`config.mk`:
```
export PLATFORM = sky130hd
export DESIGN_NAME = id_ex_stage
export DESIGN_NICKNAME = d
export VERILOG_FILES = /design/src/rtl/pipeline_pkg.sv /design/src/rtl/id_ex_stage_fwd_mux.sv /design/src/rtl/id_ex_stage.sv
export SDC_FILE = /design/constraint.sdc
export NUM_CORES = 1
export LEC_CHECK = 0
export CAP_MARGIN = 30
export CORE_MARGIN = 5
export CORE_UTILIZATION = 38
export DETAILED_ROUTE_END_ITERATION = 8
export HOLD_SLACK_MARGIN = 0.15
export PLACE_DENSITY = 0.78
export SYNTH_ARGS = -nofsm -noshare
export SYNTH_HDL_FRONTEND = slang
export SYNTH_SLANG_ARGS = --single-unit
export TNS_END_PERCENT = 1
```
`constraint.sdc`:
```
create_clock -name i_clk -period 2 [get_ports i_clk]
set_clock_uncertainty 0.15 [all_clocks]
set_input_delay 0.3 -clock i_clk [delete_from_list [all_inputs] [get_ports i_clk]]
set_output_delay 0.3 -clock i_clk [all_outputs]
set_load 0.1 [all_outputs]
```
`src/rtl/pipeline_pkg.sv`:
```
// Shared types for the ID/EX stage: ALU/writeback/forward selectors and the
// packed ID/EX register image.
package pipeline_pkg;

  localparam int DATA_W = 32;
  localparam int REG_AW = 5;
  localparam int OP_W   = 4;

  typedef enum logic [OP_W-1:0] {
    ALU_ADD  = 4'd0,
    ALU_SUB  = 4'd1,
    ALU_SLL  = 4'd2,
    ALU_SLT  = 4'd3,
    ALU_SLTU = 4'd4,
    ALU_XOR  = 4'd5,
    ALU_SRL  = 4'd6,
    ALU_SRA  = 4'd7,
    ALU_OR   = 4'd8,
    ALU_AND  = 4'd9
  } alu_op_e;

  typedef enum logic [1:0] {
    WB_ALU = 2'd0,
    WB_MEM = 2'd1,
    WB_PC4 = 2'd2,
    WB_IMM = 2'd3
  } wb_sel_e;

  typedef enum logic [1:0] {
    FWD_REG = 2'd0,
    FWD_EXM = 2'd1,
    FWD_MWB = 2'd2
  } fwd_sel_e;

  typedef struct packed {
    logic              valid;
    logic [DATA_W-1:0] pc;
    logic [REG_AW-1:0] rs1_addr;
    logic [REG_AW-1:0] rs2_addr;
    logic [DATA_W-1:0] rs1_data;
    logic [DATA_W-1:0] rs2_data;
    logic [REG_AW-1:0] rd_addr;
    logic [DATA_W-1:0] imm;
    alu_op_e           alu_op;
    logic              opa_sel;
    logic              opb_sel;
    logic              rd_wren;
    logic              mem_wren;
    logic              mem_rden;
    wb_sel_e           wb_sel;
  } id_ex_t;

  // A later stage supplies a source only when it writes a nonzero matching rd.
  function automatic logic fwd_hit(input logic              wren,
                                   input logic [REG_AW-1:0] wr_addr,
                                   input logic [REG_AW-1:0] rs_addr);
    return wren && (wr_addr != '0) && (wr_addr == rs_addr);
  endfunction

endpackage

```
`src/rtl/id_ex_stage_fwd_mux.sv`:
```
// Per-source operand forwarding: EX/MEM over MEM/WB over register data, x0 reads 0.
// Purely combinational; no flow control.
module fwd_mux
  import pipeline_pkg::*;
#(
  parameter int XLEN = DATA_W,
  parameter int AW   = REG_AW
) (
  input  logic [AW-1:0]   i_rs_addr,
  input  logic [XLEN-1:0] i_rs_data,
  input  logic [AW-1:0]   i_exm_rd_addr,
  input  logic            i_exm_rd_wren,
  input  logic [XLEN-1:0] i_exm_data,
  input  logic [AW-1:0]   i_mwb_rd_addr,
  input  logic            i_mwb_rd_wren,
  input  logic [XLEN-1:0] i_mwb_data,
  output logic [XLEN-1:0] o_data,
  output fwd_sel_e        o_sel
);

  always_comb begin
    o_data = i_rs_data;
    o_sel  = FWD_REG;
    if (i_rs_addr == '0) begin
      o_data = '0;
    end else if (fwd_hit(i_exm_rd_wren, i_exm_rd_addr, i_rs_addr)) begin
      o_data = i_exm_data;
      o_sel  = FWD_EXM;
    end else if (fwd_hit(i_mwb_rd_wren, i_mwb_rd_addr, i_rs_addr)) begin
      o_data = i_mwb_data;
      o_sel  = FWD_MWB;
    end
  end

endmodule

```
`src/rtl/id_ex_stage.sv`:
```
// ID/EX pipeline register with forwarding operand muxes and load-use detect; 1-cycle latency.
// Stall holds every field, flush (winning over stall) loads a bubble with enables cleared.
module id_ex_stage
  import pipeline_pkg::*;
#(
  parameter int XLEN    = DATA_W,
  parameter int AW      = REG_AW,
  parameter int ALUOP_W = OP_W
) (
  input  logic               i_clk,
  input  logic               i_reset,
  input  logic               i_stall,
  input  logic               i_flush,
  input  logic               i_valid,
  input  logic [XLEN-1:0]    i_pc,
  input  logic [AW-1:0]      i_rs1_addr,
  input  logic [AW-1:0]      i_rs2_addr,
  input  logic               i_rs1_used,
  input  logic               i_rs2_used,
  input  logic [AW-1:0]      i_rd_addr,
  input  logic [XLEN-1:0]    i_rs1_data,
  input  logic [XLEN-1:0]    i_rs2_data,
  input  logic [XLEN-1:0]    i_imm,
  input  logic [ALUOP_W-1:0] i_alu_op,
  input  logic               i_opa_sel,
  input  logic               i_opb_sel,
  input  logic               i_rd_wren,
  input  logic               i_mem_wren,
  input  logic               i_mem_rden,
  input  logic [1:0]         i_wb_sel,
  input  logic [AW-1:0]      i_exm_rd_addr,
  input  logic               i_exm_rd_wren,
  input  logic [XLEN-1:0]    i_exm_data,
  input  logic [AW-1:0]      i_mwb_rd_addr,
  input  logic               i_mwb_rd_wren,
  input  logic [XLEN-1:0]    i_mwb_data,
  output logic               o_valid,
  output logic [XLEN-1:0]    o_pc,
  output logic [AW-1:0]      o_rd_addr,
  output logic [XLEN-1:0]    o_imm,
  output logic [ALUOP_W-1:0] o_alu_op,
  output logic               o_rd_wren,
  output logic               o_mem_wren,
  output logic               o_mem_rden,
  output logic [1:0]         o_wb_sel,
  output logic [XLEN-1:0]    o_operand_a,
  output logic [XLEN-1:0]    o_operand_b,
  output logic [XLEN-1:0]    o_store_data,
  output logic [1:0]         o_fwd_a,
  output logic [1:0]         o_fwd_b,
  output logic               o_load_use
);

  id_ex_t          r_stage;
  id_ex_t          w_next;
  logic [XLEN-1:0] w_rs1_fwd;
  logic [XLEN-1:0] w_rs2_fwd;
  fwd_sel_e        w_fwd_a_sel;
  fwd_sel_e        w_fwd_b_sel;

  // Enables of an empty decode slot are dropped at capture so nothing downstream acts on it.
  always_comb begin
    w_next          = '0;
    w_next.valid    = i_valid;
    w_next.pc       = i_pc;
    w_next.rs1_addr = i_rs1_addr;
    w_next.rs2_addr = i_rs2_addr;
    w_next.rs1_data = i_rs1_data;
    w_next.rs2_data = i_rs2_data;
    w_next.rd_addr  = i_rd_addr;
    w_next.imm      = i_imm;
    w_next.alu_op   = alu_op_e'(i_alu_op);
    w_next.opa_sel  = i_opa_sel;
    w_next.opb_sel  = i_opb_sel;
    w_next.rd_wren  = i_rd_wren  & i_valid;
    w_next.mem_wren = i_mem_wren & i_valid;
    w_next.mem_rden = i_mem_rden & i_valid;
    w_next.wb_sel   = wb_sel_e'(i_wb_sel);
  end

  always_ff @(posedge i_clk) begin
    if (i_reset) begin
      r_stage <= '0;
    end else if (i_flush) begin
      r_stage <= '0;
    end else if (!i_stall) begin
      r_stage <= w_next;
    end
  end

  fwd_mux #(
    .XLEN (XLEN),
    .AW   (AW)
  ) u_fwd_rs1 (
    .i_rs_addr     (r_stage.rs1_addr),
    .i_rs_data     (r_stage.rs1_data),
    .i_exm_rd_addr (i_exm_rd_addr),
    .i_exm_rd_wren (i_exm_rd_wren),
    .i_exm_data    (i_exm_data),
    .i_mwb_rd_addr (i_mwb_rd_addr),
    .i_mwb_rd_wren (i_mwb_rd_wren),
    .i_mwb_data    (i_mwb_data),
    .o_data        (w_rs1_fwd),
    .o_sel         (w_fwd_a_sel)
  );

  fwd_mux #(
    .XLEN (XLEN),
    .AW   (AW)
  ) u_fwd_rs2 (
    .i_rs_addr     (r_stage.rs2_addr),
    .i_rs_data     (r_stage.rs2_data),
    .i_exm_rd_addr (i_exm_rd_addr),
    .i_exm_rd_wren (i_exm_rd_wren),
    .i_exm_data    (i_exm_data),
    .i_mwb_rd_addr (i_mwb_rd_addr),
    .i_mwb_rd_wren (i_mwb_rd_wren),
    .i_mwb_data    (i_mwb_data),
    .o_data        (w_rs2_fwd),
    .o_sel         (w_fwd_b_sel)
  );

  assign o_valid      = r_stage.valid;
  assign o_pc         = r_stage.pc;
  assign o_rd_addr    = r_stage.rd_addr;
  assign o_imm        = r_stage.imm;
  assign o_alu_op     = r_stage.alu_op;
  assign o_rd_wren    = r_stage.rd_wren;
  assign o_mem_wren   = r_stage.mem_wren;
  assign o_mem_rden   = r_stage.mem_rden;
  assign o_wb_sel     = r_stage.wb_sel;

  // operand_b[4:0] doubles as the shift amount, so it must carry the forwarded value too.
  assign o_operand_a  = r_stage.opa_sel ? r_stage.pc  : w_rs1_fwd;
  assign o_operand_b  = r_stage.opb_sel ? r_stage.imm : w_rs2_fwd;
  assign o_store_data = w_rs2_fwd;
  assign o_fwd_a      = w_fwd_a_sel;
  assign o_fwd_b      = w_fwd_b_sel;

  assign o_load_use = r_stage.valid & r_stage.mem_rden & (r_stage.rd_addr != '0) &
                      ((i_rs1_used & (i_rs1_addr == r_stage.rd_addr)) |
                       (i_rs2_used & (i_rs2_addr == r_stage.rd_addr)));

endmodule
```
### Sizing map

Scale: 3 px per um.
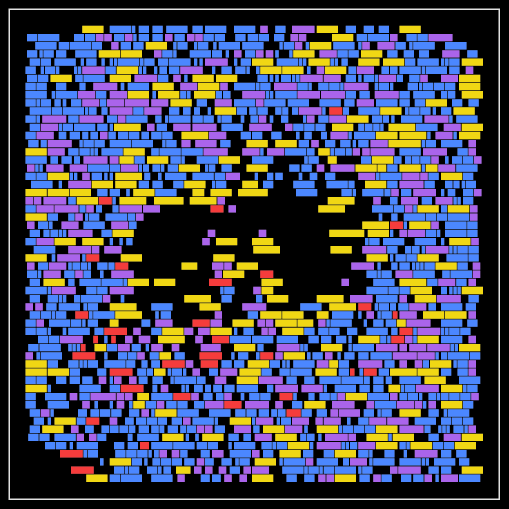
size	colour	cells	most used
x3 and x4	purple	299	buf_4
x6 and larger	yellow	193	buf_12
x2	red	36	a211oi_2
x1 and smaller	blue	932	clkdlybuf4s50_1

### Cell placement

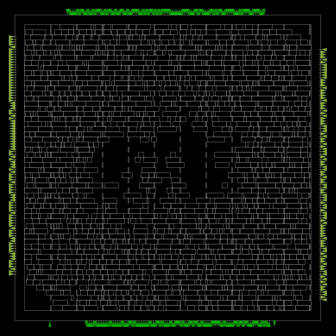
total core area: 23,260 um^2
end-of-flow core utilization: 74.58%
final std cells w/o fill: 1,784

### I/O pins on the die edge

Scale: 3 px per um. Pins as bars across the die edge, other pins in grey.
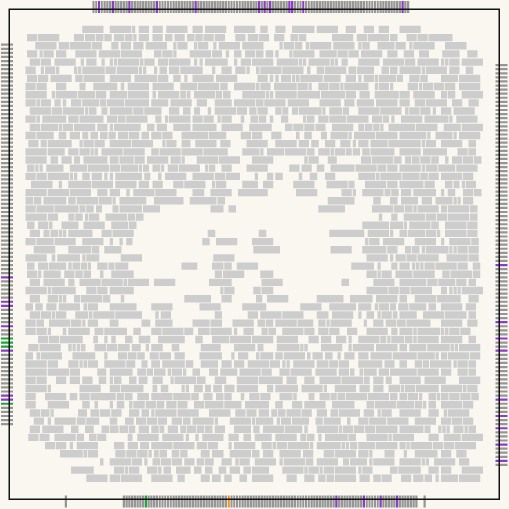
port	colour	pins	direction	edge
i_opb_sel	orange	1	input	south
o_pc	purple	32	output	12 north, 9 east, 7 west, 4 south
i_exm_rd_addr	green	5	input	4 west, 1 south
all pins by edge	115 north, 109 south, 99 east, 94 west
vertical die size: 162.9 um
Die Span X: 162.9 um
number of buffer cells added on primary ports: 416

### Gate families picked out

Scale: 3 px per um.
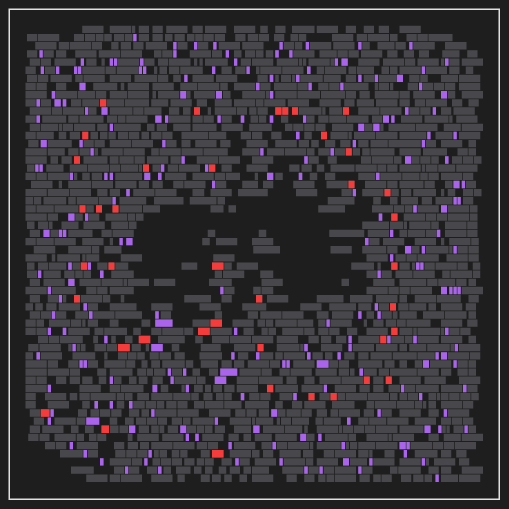
family	colour	cells
nor cells	purple	229
and/or cells	red	40

### Wires at chosen ports, followed through buffers

Scale: 1.5 px per um.
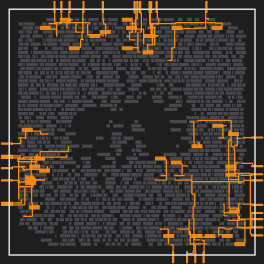
port	colour	direction	end cells	buffers	wire
o_pc	orange	output	32	32	1,530 um
total I/O pin count: 417

==> final cells by class <==
type	count	area (um^2)	share of cell area, %
clock buffers	18	439.2	2.531
repair buffers	547	6678	38.49
flip-flops and latches	155	3118	17.97
multi-input cells	725	6546	37.73
diodes	5	12.51	0.07212
clock inverters	14	150.1	0.8654
well taps	319	399.1	2.301
inverters	1	6.256	0.03606
==> what timing repair did <==
action                                  4_1_cts  5_1_grt
endpoints found under the setup margin      101      101
gates resized                               102       39
buffers inserted                             17       14
hold buffers                                  0        0
pin swaps                                    25       38
cloned                                        4        2
==> stage by stage <==
step,power [mW],hold WS [ns]
after floorplan,5.085,0.2939
after global placement,6.288,0.3228
after detailed placement,6.334,0.3361
after CTS,9.808,0.2997
after global routing,10.15,0.2965
final,9.829,0.3166
==> per-layer routing <==
layer  part of all wire [%]  global-route usage (%)
met1                     36                   32.28
met2                     52                   50.68
met3                    7.5                   7.542
met4                    4.4                   13.31
met5                      0                       0
==> layout by cell type (no fill, tap or decap), drive strengths merged, types with 2 or more instances in the layout <==
cell           Yosys  layout
nor4               2       2
nand3              2       2
a211oi            32      32
nor3               3       3
xor2               8       8
dfxtp            155     155
nand4              3       3
clkdlybuf4s50      0     226
clkbuf            49      21
diode              0       5
nor2             191     191
or4                4       4
o211ai             2       2
o21ai             64      64
o31ai             32      32
inv                1      10
dlygate4sd2        0       5
and3              32      32
mux2i            183     183
clkinv             0       4
buf              106     311
nor2b             33      33
xnor2             22      22
a21oi              2       2
a22oi             35      35
nand2             68      68
==> worst paths after layout <==
kind | from | to
setup / recovery | i_mwb_rd_addr[4] | o_operand_a[5]
hold / removal | i_stall | r_stage[113]$_SDFFE_PP0N_
setup reg to reg | r_stage[6]$_SDFFE_PP0N_ | r_stage[6]$_SDFFE_PP0N_
hold reg to reg | r_stage[98]$_SDFFE_PP0N_ | r_stage[98]$_SDFFE_PP0N_
==> power breakdown <==
part,internal (mW),switching [mW],leakage [nW]
Sequential,3.19,0.100,1.27
Clock,1.81,1.54,0.294
Combinational,1.35,1.84,5.36
Total,6.35,3.48,6.93
==> flip-flops by register name, indices dropped and copies added, names as in the netlist <==
name and flops:
r_stage 76, o_rd_wren 1, o_imm 32, o_valid 1
o_pc 32, o_mem_wren 1, o_alu_op 4, o_mem_rden 1
o_rd_addr 5, o_wb_sel 2
==> kinds of logic (layout without fill, tap and decap cells) <==
kind of cell              count (synthesis)  in the layout  synth area share, %
and+or+nand+nor                         343            343                17.09
xor gates and xnor gates                 30             30                2.959
other                                     0              5                    0
AOI/OAI and AO/OA                       169            169                13.38
buffers and inverters                   156            580                11.00
muxes                                   183            183                20.63
DFF                                     155            155                34.94
==> worst reg2reg max path, delay by kind of cell, from the launching register on <==
| kind | cells | cell delay (ns) |
|---|---|---|
| flip-flops | 1 | 0.36 |
| multiplexers | 1 | 0.13 |
| AND/OR/NAND/NOR | 1 | 0.10 |
| buffers and inverters | 1 | 0.33 |
==> notes.md <==
run metrics: average cell area after synthesis=8.572 um^2, startpoint class of the critical path=input pin, final critical path time including I/O delays and setup=2.935 ns, pin slew with the least headroom to its limit=0.4673 ns, clock-pin slew reported for the worst setup and hold paths after clock tree synthesis=0.08 ns, gate count after technology mapping=1,036, post-synthesis cell type with the largest combined area=sky130_fd_sc_hd__dfxtp_1, Setup Viol. Count Final=101, #FFs+latches synth=155, Clock Path Buffers=2, pre-CTS WS=-1.154 ns, leakage power figure=6.925 nW, Inserted Clock Buffers=17, Net count, final=1,684, peak per-stage delay on the critical path=0.55 ns, largest delay contributor family on the critical path=buffers and inverters, post-detailed-route count of antenna-violating nets=0, finished layout cell area=17,350 um^2, number of enable flip-flop cells=0, maxcap violations=0, total global routing track utilization=28.71%, count of H-tree levels built during CTS=4, HPWL after DPL=29,020 um, sequential-to-total area share from yosys stat=34.94%, detailed-routing iteration count for the pre-antenna-repair pass=5, clock tree from TritonCTS=done, post-synthesis instance area=8881 um^2, cell depth of the worst setup path=9, critical path buffer and inverter count=4, global placement routability congestion=0.8933, tally of yosys warning messages=0, worst supply voltage drop on vdd=0.5208 mV, filler instances=1,549, cells along the critical path=dlygate4sd2_1, or4_4, o211a_4, buf_12, and3_1, a211oi_1, buf_4, o31ai_4, buf_12, final worst-path setup slack=-0.9350 ns, total detailed-routing wirelength=40,710 um, placed instance count=1,713, Yosys cell types=39, routed wirelength normalized by instance count=22.82 um, Crit Path Class=input pin to output pin, chip area in the Yosys report=8881 um^2, tool warnings=29, fraction of the cycle the final worst path needs=146.7%, post-synthesis cell type with the largest instance count=sky130_fd_sc_hd__nor2_1, endpoint type of the worst setup path=output pin, post-synthesis to final-layout area growth=95.35%, violations in the final reports=negative setup slack, antenna violations before repair=3, number of violations reported at the end of detailed-routing iteration 0=692, reg-to-reg setup timing slack=0.86 ns, proportion of layout cells with a drive suffix above 1=36.16%, maximum frequency from static timing analysis=340.7 MHz, Vias=9,524, result of the run=finished with violations, remaining design rule violation count=0, max-slew violation count=0, Hold Crit Depth=3, clock root buffer master=sky130_fd_sc_hd__clkbuf_16, Syn Nets=1,273, kind of path behind the tightest hold check=input pin to flip-flop, row count=56, Critical Path RT=1.55 ns, count of instantiated cells in the yosys netlist=1,036, fraction of the core area occupied by cells at floorplan=38.18%, WP data arrival=2.48 ns, Cell Area, Placed=15,750 um^2, Power Density=566.5 nW/um^2, full die area=26,530 um^2, Top cell by count, worst path=sky130_fd_sc_hd__buf_12, RSZ-0062 raised after global routing=true, number of sinks handled by clock tree synthesis=155, Via density=5.339, wire length of the first global-routing pass=58,390 um, GRT overflow=0, critical-path cell with the highest stage delay=sky130_fd_sc_hd__or4_4, FF-to-FF path depth=3, total negative slack=-82.44 ns, area share, top type=34.94%, clk ins delay skew pair=0.42 ns, async set or reset register ratio after synthesis=0%, synth cell count leaders=sky130_fd_sc_hd__nor2_1 (190), sky130_fd_sc_hd__mux2i_1 (183), sky130_fd_sc_hd__dfxtp_1 (155), critical path peak fanout=13, maximum number of pins on one net before global-route repair=47, slew margin rel.=68.85%, vias in the first global route=9,798, cells taking the most area after synthesis=sky130_fd_sc_hd__dfxtp_1 (35%), sky130_fd_sc_hd__mux2i_1 (21%), sky130_fd_sc_hd__nor2_1 (8.0%), most frequently used flop master after synthesis=sky130_fd_sc_hd__dfxtp_1, Final Hold Vio Count=0
Power is estimated from default activity; no workload was simulated.
